==> run_1/io_fan.png <==
Bar = 20 µm.
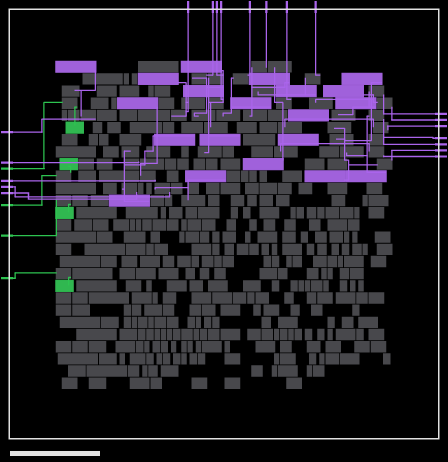
==> run_1/cell_density.png <==
Bar = 20 µm. 10 x 10 tiles, from black (low) to pale yellow (high), 0 to 100% covered.
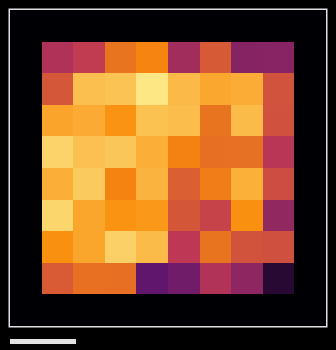
==> run_1/congestion.png <==
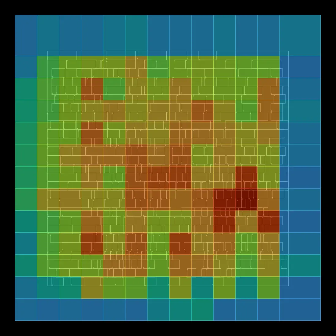
==> config.mk <==
export PLATFORM = sky130hd
export DESIGN_NAME = stdp_weight_updater
export DESIGN_NICKNAME = d
export VERILOG_FILES = /design/src/rtl/stdp_pkg.sv /design/src/rtl/stdp_sat_adder.sv /design/src/rtl/stdp_weight_updater.sv
export SDC_FILE = /design/constraint.sdc
export NUM_CORES = 1
export LEC_CHECK = 0
export CORE_MARGIN = 10
export CORE_UTILIZATION = 57
export CTS_CLUSTER_SIZE = 10
export DETAILED_ROUTE_END_ITERATION = 8
export GPL_TIMING_DRIVEN = 0
export PLACE_DENSITY = 0.9
export SLEW_MARGIN = 0
export SYNTH_ARGS = -nofsm -noshare
export SYNTH_HDL_FRONTEND = slang
export SYNTH_HIERARCHICAL = 1
export SYNTH_SLANG_ARGS = --single-unit
==> constraint.sdc <==
create_clock -name clk -period 8 [get_ports clk]
set_input_delay 2.4 -clock clk [delete_from_list [all_inputs] [get_ports clk]]
set_output_delay 2.4 -clock clk [all_outputs]
set_load 0.02 [all_outputs]
==> flow_summary.rst, run 1 <==
Run summary
-----------

.. list-table::
   :header-rows: 1

   * - Metric
     - Value
   * - Maximum buffer depth of the clock tree
     - 2
   * - Worst hold path stage count
     - 1
   * - Cell area after synthesis
     - 3261 µm²
   * - Top library cells by usage in the layout, fill and taps aside
     - 61 x sky130_fd_sc_hd__clkdlybuf4s50_1, 36 x sky130_fd_sc_hd__dfrtp_1, 29 x sky130_fd_sc_hd__ha_1, 23 x sky130_fd_sc_hd__a21oi_1, 19 x sky130_fd_sc_hd__nor2_1
   * - Non-Filler Instances
     - approximately 470
   * - Overflow left after global routing
     - 0
   * - Worst min path class
     - reg2reg
   * - Antenna cells
     - 0
   * - Total stage count of the critical path
     - 3
   * - Routability Congestion
     - 0.9239
   * - Placed cell count
     - 463
   * - Highest clock rate
     - 0.1593 GHz
   * - DRC violation total after the first TritonRoute iteration
     - 127
   * - Post-synthesis cell count
     - between 300 and 400
   * - Largest fanout on the critical path
     - 37
   * - Worst relative slew slack
     - 0.4480
   * - Number of max-cap violations
     - 0
   * - Worst-case reg-to-reg path depth
     - 20
   * - Hold-fix buffer count after cts
     - 0
   * - Slew at the pin with the worst max-slew slack
     - 828.0 ps
   * - Clock period minus worst slack
     - 6279 ps
   * - Post-layout net count
     - 460
   * - Required time reported for the critical path endpoint
     - between 5000 and 6000 ps
   * - Sum Neg Setup Slack
     - 0 ps
   * - Core area
     - ~5500 µm²
   * - Stage delay of the slowest cell on the critical path
     - 620 ps
   * - Row Count
     - 27
   * - Combinational cell area excluding buffers and inverters
     - 2140 µm²
   * - Layout cells sized above 1
     - 0.1930
   * - Final clock skew
     - 9.601 ps
   * - Family with the most delay on the worst path
     - buffers and inverters
   * - Reg area
     - between 900 and 1000 µm²
   * - Routed wirelength normalized by instance count
     - 17.45 µm
   * - Htree depth
     - 2
   * - Cell-by-cell listing of the critical path
     - buf_2 > and2_1 > clkdlybuf4s50_1
   * - Amount of wire on met3 after detailed routing
     - 760 µm
   * - Status
     - finished, final reports clean
   * - Clock Pin Slew Worst Setup and Hold Paths
     - approximately 70 ps
   * - Max Slew Vio Count
     - 0
   * - Via count
     - about 2.8k
   * - Via density
     - 5.909
   * - Portion of the clock cycle consumed by the worst path in the final layout
     - 0.7849
   * - Growth of design area from synthesis to finish
     - 24.33%
   * - Total non-filler cell area in the finished layout
     - 4054 µm²
Notes on io_fan.png above:
Key: Data_In = purple [bits 20, direction output, edge 8 north, 7 east, 5 west, end cells 20, buffers 20, wire 777 µm]; upd_addr = green [bits 4, direction input, edge west, end cells 4, buffers 4, wire 82.2 µm]
port buffer count: 62
num ports: 63

Notes on cell_density.png above:
The emptiest ninth of the die: south-east. 29% of the tiles are over 75% full. The densest ninth of the die: center.
pre-placement core utilization: 0.5885
final design utilization: 0.7317

Notes on congestion.png above:
busiest layer in global routing: met2
met2 Track Usage GR: 0.3036
met3 Resource Use GR: 0.07306
met1 track demand over resource: 0.2124

## run 1: cell type report
cell class | count | area share
Tap cell | 72 | 0.02222
Clock inverter | 3 | 0.004630
Buffer | 20 | 0.03951
Clock buffer | 5 | 0.01698
Timing Repair Buffer | 62 | 0.1519
Inverter | 16 | 0.01481
Sequential cell | 36 | 0.2222
Multi-Input combinational cell | 257 | 0.5278
## run 1: routing by layer
metal  track usage  vias up
li1              -     1347
met1        0.2124     1318
met2        0.3036      100
met3       0.07306       18
met4       0.05528        0
met5             0        -
==> run 1 -> run 2 <==
Settings changed: CORE_UTILIZATION 57 to 48, PLACE_DENSITY 0.9 to 0.81.
Clock period 8 ns to 5.6 ns, I/O delays scaled along.
==> flow_summary.rst, run 2 <==
Run summary
-----------

.. list-table::
   :header-rows: 1

   * - Metric
     - Value
   * - Slew at the pin with the worst max-slew slack
     - 806.6 ps (-21.39 ps)
   * - Largest fanout on the critical path
     - 37 (unchanged)
   * - Worst min path class
     - reg2reg
   * - Hold-fix buffer count after cts
     - 0 (unchanged)
   * - Clock period minus worst slack
     - 4823 ps
   * - Final clock skew
     - 3.601 ps (-5.999 ps)
   * - Num ports
     - 63 (unchanged)
   * - Clock Pin Slew Worst Setup and Hold Paths
     - 80 ps (about the same)
   * - Maximum buffer depth of the clock tree
     - 2 (unchanged)
   * - DRC violation total after the first TritonRoute iteration
     - 75 (-41%)
   * - Via density
     - 5.765 (-2.4%)
   * - Highest clock rate
     - 0.2073 GHz
   * - Status
     - finished, final reports clean
   * - Stage delay of the slowest cell on the critical path
     - 610 ps (about the same)
   * - Via count
     - 2744 (-1.4%)
   * - Cell-by-cell listing of the critical path
     - buf_2 > and2_1 > clkdlybuf4s50_1
   * - Worst relative slew slack
     - 0.4623 (+0.01426)
   * - Cell area after synthesis
     - 3261 µm² (unchanged)
   * - Number of max-cap violations
     - 0 (unchanged)
run 2: per-stage QoR:
stage | utilization | hold slack [ps] | instance area (µm²) | setup WS, ps
2_1_floorplan | - | 473.9 | 3261 | 1392
3_3_place_gp | 0.6158 | 483.2 | 3978 | -314.6
3_5_place_dp | 0.6151 | 492.0 | 3973 | 694.8
4_1_cts | 0.6323 | 509.5 | 4084 | 698.6
5_1_grt | 0.6323 | 520.7 | 4084 | 402.1
6_report | 0.6323 | 507.1 | 4084 | 776.7
run 2: cell type report:
class	instances	area [µm²]
plain buffers	20	160.2
fillers	555	2375
flip-flops and latches	36	900.9
clock inverters	3	42.54
clock buffers	5	68.82
multi-input cells	257	2140
inverters	16	60.06
repair buffers	62	615.6
well taps	77	96.34
run 2: routing by layer:
metal  vias to the layer above  GRT usage
met5                         -          0
met4                         0    0.03471
met1                      1297     0.1775
met3                         6    0.05938
met2                        95     0.2625
li1                       1346          -
run 2: critical path: cells and delay by family:
| family | cells | cell delay (ps) |
|---|---|---|
| simple gates | 1 | 220 |
| buf+inv | 2 | 1210 |
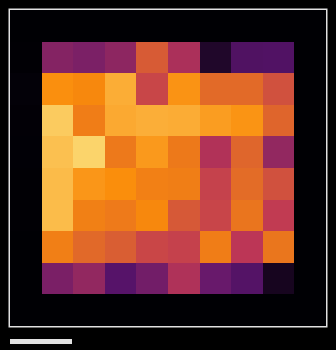
(run_2/cell_density.png)
Bar = 20 µm. 10 x 10 tiles, from black (low) to pale yellow (high), 0 to 100% covered.
The mean over all tiles is 38%. The fullest tile reaches 91%. 36% of the tiles are nearly empty. The densest ninth of the die: center. 16% of the tiles are over 75% full.
core area: 6459 µm²
pre-placement core utilization: 0.5048

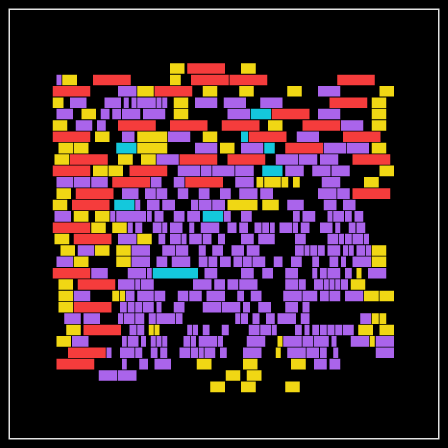
(run_2/placement_by_type.png)
Key: flops = red [cells 36, share of their area 23%]; clock drivers and dummy loads = cyan [cells 8, share of their area 2.8%]; combinational and other logic = purple [cells 273, share of their area 55%]; other buffers and delay cells = yellow [cells 82, share of their area 19%]
final design utilization: 0.6323
Row Count: 29
total non-filler cell area in the finished layout: 4084 µm²
fraction of area in registers: 0.2206

